<file path="src/rtl/modulation_pkg.sv">
// ---------------------------------------------------------------------------
// modulation_pkg
// Shared types and constants for the modulation engine and the sine table:
//   mod_t          - modulation selector encoding (values 4..15 = plain carrier)
//   state_t        - sequencing FSM states
//   QPSK_QUAD_*    - Gray-mapped QPSK phase offsets, in quarter turns
//   qpsk_quadrant  - symbol -> quarter-turn offset
//   extract_symbol - symbol width depends on the selected modulation
// ---------------------------------------------------------------------------
package modulation_pkg;

   typedef enum logic [3:0] {
      MOD_ASK  = 4'd0,
      MOD_FSK  = 4'd1,
      MOD_BPSK = 4'd2,
      MOD_QPSK = 4'd3
   } mod_t;

   typedef enum logic [1:0] {
      IDLE = 2'd0,
      LOAD = 2'd1,
      RUN  = 2'd2
   } state_t;

   // Gray mapping: adjacent phases differ in one symbol bit.
   localparam logic [1:0] QPSK_QUAD_00 = 2'd0;  // 0 deg
   localparam logic [1:0] QPSK_QUAD_01 = 2'd1;  // 90 deg
   localparam logic [1:0] QPSK_QUAD_11 = 2'd2;  // 180 deg
   localparam logic [1:0] QPSK_QUAD_10 = 2'd3;  // 270 deg

   function automatic logic [1:0] qpsk_quadrant(input logic [1:0] sym);
      logic [1:0] quad;
      case (sym)
         2'b00:   quad = QPSK_QUAD_00;
         2'b01:   quad = QPSK_QUAD_01;
         2'b11:   quad = QPSK_QUAD_11;
         default: quad = QPSK_QUAD_10;
      endcase
      return quad;
   endfunction

   function automatic logic [1:0] extract_symbol(input logic [3:0] sel,
                                                 input logic [1:0] lfsr_lo);
      return (sel == MOD_QPSK) ? lfsr_lo : {1'b0, lfsr_lo[0]};
   endfunction

endpackage

</file>
<file path="src/rtl/modulation_engine_sine_lut.sv">
// ---------------------------------------------------------------------------
// sine_lut
// Synchronous sine ROM, one-cycle read latency. Contents are computed at
// elaboration: entry k = round((2^(SAMPLE_W-1)-1) * sin(2*pi*k / 2^LUT_ADDR_W)).
// Ports:
//   clk  - clock
//   addr - table index (top phase bits)
//   data - signed sample, registered
// ---------------------------------------------------------------------------
module sine_lut #(
   parameter int unsigned LUT_ADDR_W = 8,
   parameter int unsigned SAMPLE_W   = 12
) (
   input  logic                       clk,
   input  logic [LUT_ADDR_W-1:0]      addr,
   output logic signed [SAMPLE_W-1:0] data
);

   localparam int unsigned DEPTH   = 1 << LUT_ADDR_W;
   localparam longint      DEPTH_L = longint'(DEPTH);

   // Integer-only sine so table generation does not depend on real-math
   // support in constant functions. Q30 fixed point, angle folded into
   // [0, pi/2], Taylor series to 12 terms.
   function automatic longint sine_entry(input longint k);
      longint one_q, pi_q, half, quarter, m, th, term, sum, amp, mag;
      one_q   = 64'sd1 << 30;
      pi_q    = 64'sd3373259426;
      half    = DEPTH_L / 64'sd2;
      quarter = DEPTH_L / 64'sd4;
      m       = k % half;
      if (m > quarter) begin
         m = half - m;
      end
      th   = (64'sd2 * pi_q * m) / DEPTH_L;
      term = th;
      sum  = th;
      for (int i = 1; i <= 12; i++) begin
         term = -((((term * th) / one_q) * th) / one_q) / longint'(2 * i * (2 * i + 1));
         sum  = sum + term;
      end
      amp = (64'sd1 <<< (SAMPLE_W - 1)) - 64'sd1;
      mag = (sum * amp + one_q / 64'sd2) / one_q;
      return (k >= half) ? -mag : mag;
   endfunction

   logic signed [SAMPLE_W-1:0] rom [DEPTH];

   for (genvar k = 0; k < DEPTH; k++) begin : g_rom
      localparam logic signed [SAMPLE_W-1:0] ENTRY = SAMPLE_W'(sine_entry(longint'(k)));
      assign rom[k] = ENTRY;
   end

   always_ff @(posedge clk) begin
      data <= rom[addr];
   end

endmodule

</file>
<file path="src/rtl/modulation_engine.sv">
// ---------------------------------------------------------------------------
// modulation_engine
// Turns the LFSR bit stream into a sampled ASK/BFSK/BPSK/QPSK (or plain)
// carrier. Configuration and symbol are shadowed and only re-latched on
// symbol boundaries so the waveform never changes mid-symbol.
// Ports:
//   clk            - system clock
//   reset          - synchronous, active-high
//   enable         - run request (level); low flushes everything to idle
//   dds_increment  - carrier phase step per clock
//   symbol_div     - clocks per symbol (0 and 1 both mean one)
//   modulation_sel - 0 ASK, 1 BFSK, 2 BPSK, 3 QPSK, others plain carrier
//   lfsr_val       - symbol source, sampled at symbol boundaries
//   sample_out     - signed modulated sample (0 when not valid)
//   sample_valid   - sample_out valid
//   symbol_bits    - symbol of the current output sample
//   symbol_strobe  - first output sample of a new symbol
// Pipeline: accumulator -> effective LUT address register -> LUT register,
// so outputs trail the accumulator by two cycles.
// ---------------------------------------------------------------------------
module modulation_engine
   import modulation_pkg::*;
#(
   parameter int unsigned PHASE_W    = 32,
   parameter int unsigned LUT_ADDR_W = 8,
   parameter int unsigned SAMPLE_W   = 12
) (
   input  logic                       clk,
   input  logic                       reset,
   input  logic                       enable,
   input  logic [PHASE_W-1:0]         dds_increment,
   input  logic [31:0]                symbol_div,
   input  logic [3:0]                 modulation_sel,
   input  logic [31:0]                lfsr_val,
   output logic signed [SAMPLE_W-1:0] sample_out,
   output logic                       sample_valid,
   output logic [1:0]                 symbol_bits,
   output logic                       symbol_strobe
);

   // ------------------------------------------------------------------
   // FSM
   // ------------------------------------------------------------------
   state_t state_q, state_d;
   logic   load, run, term;

   logic [PHASE_W-1:0] inc_q;
   logic [31:0]        div_q;
   logic [3:0]         mod_q;
   logic [1:0]         sym_q;
   logic [31:0]        cnt_q;
   logic [31:0]        div_last;

   always_ff @(posedge clk) begin
      if (reset) begin
         state_q <= IDLE;
      end else begin
         state_q <= state_d;
      end
   end

   always_comb begin
      state_d = state_q;
      if (!enable) begin
         state_d = IDLE;
      end else begin
         case (state_q)
            IDLE:    state_d = LOAD;
            LOAD:    state_d = RUN;
            RUN:     state_d = RUN;
            default: state_d = IDLE;
         endcase
      end
   end

   always_comb begin
      load = (state_q == LOAD);
      run  = (state_q == RUN);
      term = run && (cnt_q == div_last);
   end

   // ------------------------------------------------------------------
   // Shadow registers and symbol, re-latched only at symbol boundaries
   // ------------------------------------------------------------------
   assign div_last = (div_q <= 32'd1) ? 32'd0 : div_q - 32'd1;

   always_ff @(posedge clk) begin
      if (reset) begin
         inc_q <= '0;
         div_q <= '0;
         mod_q <= '0;
         sym_q <= '0;
      end else if (load || term) begin
         inc_q <= dds_increment;
         div_q <= symbol_div;
         mod_q <= modulation_sel;
         sym_q <= extract_symbol(modulation_sel, lfsr_val[1:0]);
      end
   end

   // Only the two symbol bits are consumed.
   logic unused_lfsr;
   assign unused_lfsr = ^lfsr_val[31:2];

   // ------------------------------------------------------------------
   // Phase accumulator and symbol counter
   // ------------------------------------------------------------------
   logic [PHASE_W-1:0]    acc_q;
   logic [PHASE_W-1:0]    inc_eff;
   logic [LUT_ADDR_W-1:0] acc_addr;
   logic [LUT_ADDR_W-1:0] addr_eff;
   logic                  mute;

   always_comb begin
      inc_eff = inc_q;
      if (mod_q == MOD_FSK && sym_q[0]) begin
         inc_eff = inc_q << 1;
      end
   end

   // Phase offsets are whole quarter turns, so they only touch the bits
   // that index the table; no carry can come from the lower phase bits.
   assign acc_addr = acc_q[PHASE_W-1 -: LUT_ADDR_W];

   always_comb begin
      addr_eff = acc_addr;
      mute     = 1'b0;
      case (mod_q)
         MOD_ASK:  mute     = ~sym_q[0];
         MOD_BPSK: addr_eff = acc_addr + {~sym_q[0], {(LUT_ADDR_W - 1){1'b0}}};
         MOD_QPSK: addr_eff = acc_addr + {qpsk_quadrant(sym_q), {(LUT_ADDR_W - 2){1'b0}}};
         default:  addr_eff = acc_addr;
      endcase
   end

   always_ff @(posedge clk) begin
      if (reset || !enable || !run) begin
         acc_q <= '0;
         cnt_q <= '0;
      end else begin
         acc_q <= acc_q + inc_eff;
         cnt_q <= term ? 32'd0 : cnt_q + 32'd1;
      end
   end

   // ------------------------------------------------------------------
   // Two-stage output pipeline
   // ------------------------------------------------------------------
   logic                  p1_valid, p1_mute, p1_strobe;
   logic [1:0]            p1_sym;
   logic [LUT_ADDR_W-1:0] p1_addr;
   logic                  p2_valid, p2_mute, p2_strobe;
   logic [1:0]            p2_sym;
   logic signed [SAMPLE_W-1:0] lut_data;

   always_ff @(posedge clk) begin
      if (reset || !enable) begin
         p1_valid  <= 1'b0;
         p1_mute   <= 1'b0;
         p1_strobe <= 1'b0;
         p1_sym    <= '0;
         p1_addr   <= '0;
         p2_valid  <= 1'b0;
         p2_mute   <= 1'b0;
         p2_strobe <= 1'b0;
         p2_sym    <= '0;
      end else begin
         p1_valid  <= run;
         p1_mute   <= mute;
         // Counter is zero exactly in the first clock of each symbol.
         p1_strobe <= run && (cnt_q == 32'd0);
         p1_sym    <= run ? sym_q : 2'b00;
         p1_addr   <= addr_eff;
         p2_valid  <= p1_valid;
         p2_mute   <= p1_mute;
         p2_strobe <= p1_strobe;
         p2_sym    <= p1_sym;
      end
   end

   sine_lut #(
      .LUT_ADDR_W (LUT_ADDR_W),
      .SAMPLE_W   (SAMPLE_W)
   ) u_sine_lut (
      .clk  (clk),
      .addr (p1_addr),
      .data (lut_data)
   );

   // ROM output is not reset, so gate it with the pipeline valid.
   assign sample_out    = (p2_valid && !p2_mute) ? lut_data : '0;
   assign sample_valid  = p2_valid;
   assign symbol_bits   = p2_sym;
   assign symbol_strobe = p2_strobe;

endmodule

</file>
<file path="config.mk">
export PLATFORM = sky130hd
export DESIGN_NAME = modulation_engine
export DESIGN_NICKNAME = d
export VERILOG_FILES = /design/src/rtl/modulation_pkg.sv /design/src/rtl/modulation_engine_sine_lut.sv /design/src/rtl/modulation_engine.sv
export SDC_FILE = /design/constraint.sdc
export NUM_CORES = 1
export LEC_CHECK = 0
export CAP_MARGIN = 10
export CORE_MARGIN = 2
export CORE_UTILIZATION = 48
export DETAILED_ROUTE_END_ITERATION = 12
export GPL_ROUTABILITY_DRIVEN = 0
export MAX_ROUTING_LAYER = met4
export PLACE_DENSITY = 0.68
export SLEW_MARGIN = 20
export SYNTH_ARGS = -nofsm -noshare
export SYNTH_HDL_FRONTEND = slang
export SYNTH_HIERARCHICAL = 1
export SYNTH_SLANG_ARGS = --single-unit
</file>
<file path="constraint.sdc">
create_clock -name clk -period 11.9 [get_ports clk]
set_input_delay 2.38 -clock clk [delete_from_list [all_inputs] [get_ports clk]]
set_output_delay 2.38 -clock clk [all_outputs]
set_load 0.02 [all_outputs]
</file>
wires.png
Drawn at 1.5 px/um. Two of the layers only.
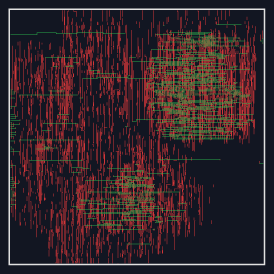
metal 2: marked red, wire length 16600 um. metal 3: marked green, wire length 4000 um.
Wirelength per Cell: 19.12 um
Total Wirelength: 38360 um
Via Count: 12780
Total Routing Usage GR: 27.18%

==> run notes <==
fresh numbers from the pnr run: DRC Markers 0, total die area 0.02864 mm2, WP data arrival roughly 5.2 ns, Max Fclk approximately 0.20 GHz, Worst path most repeated cell mux2i_1, Slew headroom between 30% and 40%, yosys stat chip area 0.01311 mm2, Final setup viols 0, crit-path max cell delay between 0.7 and 0.8 ns, CTS sink count roughly 170, Comb pwr share between 10% and 20%, met3 WL roughly 4000 um, Warnings, synthesis 6, num rows approximately 60, Final nets 1812, maximum VDD drop just under 0.00008 V, met2 wire len between 15000 and 20000 um, outcome completed, Post-Syn Instances 1659, Top Metal Used met4, Area Growth Syn to Fin 10.82%, count of tool warnings around 75, DRT iter0 DRCs around 1800, Setup TNS Final 0 ns, post-synthesis sequential area ratio 25.36%, I/O Buffers roughly 90, Syn Area/Cell 7.899 um2, FP Util 48.76%, required time of the critical path ~12 ns, number of setup buffers added after CTS 0, EDFF count, synth 0, Ports about 120, post-layout power approximately 1.4 mW, Placed Cells 1974, hpwl dp between 20000 and 30000 um, Max H-tree Level 4, total of max-cap violations 0, Post-Syn Nets roughly 1800, Leak Pwr approximately 5.5 nW, Min-Delay Path Class flop to flop, CTS tree yes, area share of the largest cell type after synthesis between 20% and 30%, Die Width between 150 and 200 um, Yosys Instances 1659, sequential fraction of design power between 40 and 50%, CP Launch Type flop, cell family with most CP delay simple AND/OR/NAND/NOR gates, sw power 390.0 uW, Synth cell types a little under 90, Top Layout Cells nand2b_1 (173), dfxtp_1 (163), nor2_1 (129), a21oi_1 (90), clkdlybuf4s50_1 (87), Slew Limit Fails 0, measured slew at the worst slew-check pin between 1 and 1.5 ns, PostCTS Resize Cnt 0, Worst path slowest cell nor2_1, Async S/R FF share, synth 0%, critical path peak fanout roughly 53, dominant logic cell type in the layout nand2b_1, CTS Root Cell clkbuf_16, switch share ~29%, synthesized cell area 0.01311 mm2, post-route minimum period just under 5 ns
placement.png
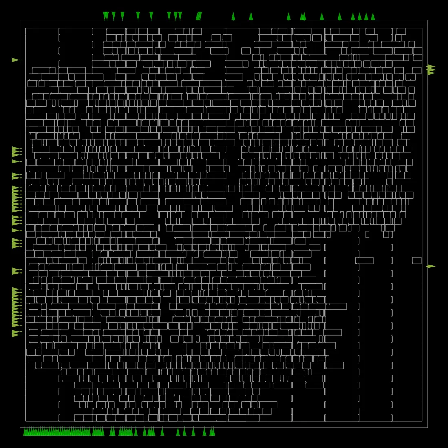
Layout Utilization: 54.04%
non-filler cells in the finished layout: 2006
n_taps: 341
# fillers: 2556
core area: 0.02688 mm2

## flip-flops by register name, summed over array words and instances, names as in the netlist
signal	flops
acc_q	32
cnt_q	32
div_q	32
inc_q	32
u_sine_lut/data	12
p1_addr	8
mod_q	4
p1_sym	2
state_q	2
sym_q	2
symbol_bits	2
p1_mute	1
p1_strobe	1
p1_valid	1
p2_mute	1
sample_valid	1
symbol_strobe	1
## metal layers
metal	vias to the layer above	global-route usage, %
met5	-	-
met4	0	11.00
met3	137	6.553
met2	734	40.87
met1	5871	35.09
li1	6041	-
## Yosys cell counts (all sizes together), types with 39 or more instances
master,number
nor2,130
nand2,75
nand2b,173
clkbuf,69
nor3,41
a21oi,92
xnor2,39
mux2i,75
ha,56
dfxtp,166
o21ai,66
buf,56
and2,39
nand3,52
inv,40
## final timing paths
kind,to,slack [ns],startpoint,depth (start not counted)
worst max-delay path,div_q[29],6.97,div_q[8],10
worst min-delay path,sample_valid,0.43,p1_valid,1
worst max register to register,div_q[29],6.97,div_q[8],10
worst min register to register,sample_valid,0.43,p1_valid,1
## power groups by stage
stage          Combinational (mW)  Sequential, mW  Clock (mW)
2_1_floorplan               0.161           0.591           0
3_3_place_gp                0.216           0.596           0
3_5_place_dp                0.218           0.597           0
4_1_cts                     0.220           0.584       0.556
5_1_grt                     0.243           0.587       0.580
6_report                    0.223           0.584       0.548
## metrics by stage
step                setup WS (ns)  cell area, um2
floorplan                   7.925           13110
global placement            6.795           13950
detailed placement          6.748           13950
CTS                         7.073           14520
global route                6.707           14520
finish                      6.967           14520
## logic make-up after synthesis
logic type | share of synthesized area [%]
mux | 8.593
compound gates | 21.64
xor+xnor | 5.117
fa+ha+maj | 5.499
buf+inv | 5.471
flops | 25.36
simple gates | 28.32
## area by class of cell
type	instances	area (um2)
Inverter	41	153.9
Tap cell	341	426.7
Fill cell	2556	12350
Clock buffer	18	429.2
Timing Repair Buffer	99	958.4
Sequential cell	166	3332
Multi-Input combinational cell	1327	9081
Clock inverter	14	141.4
## worst register-to-register path, delay by kind of cell (launching register included)
kind | cells | cell delay (ns)
flip-flops | 1 | 0.39
AND/OR/NAND/NOR | 4 | 2.33
multiplexers | 2 | 0.51
AND-OR/OR-AND | 3 | 1.05
buffers and inverters | 1 | 0.50
Power and IR drop assume default switching activity.
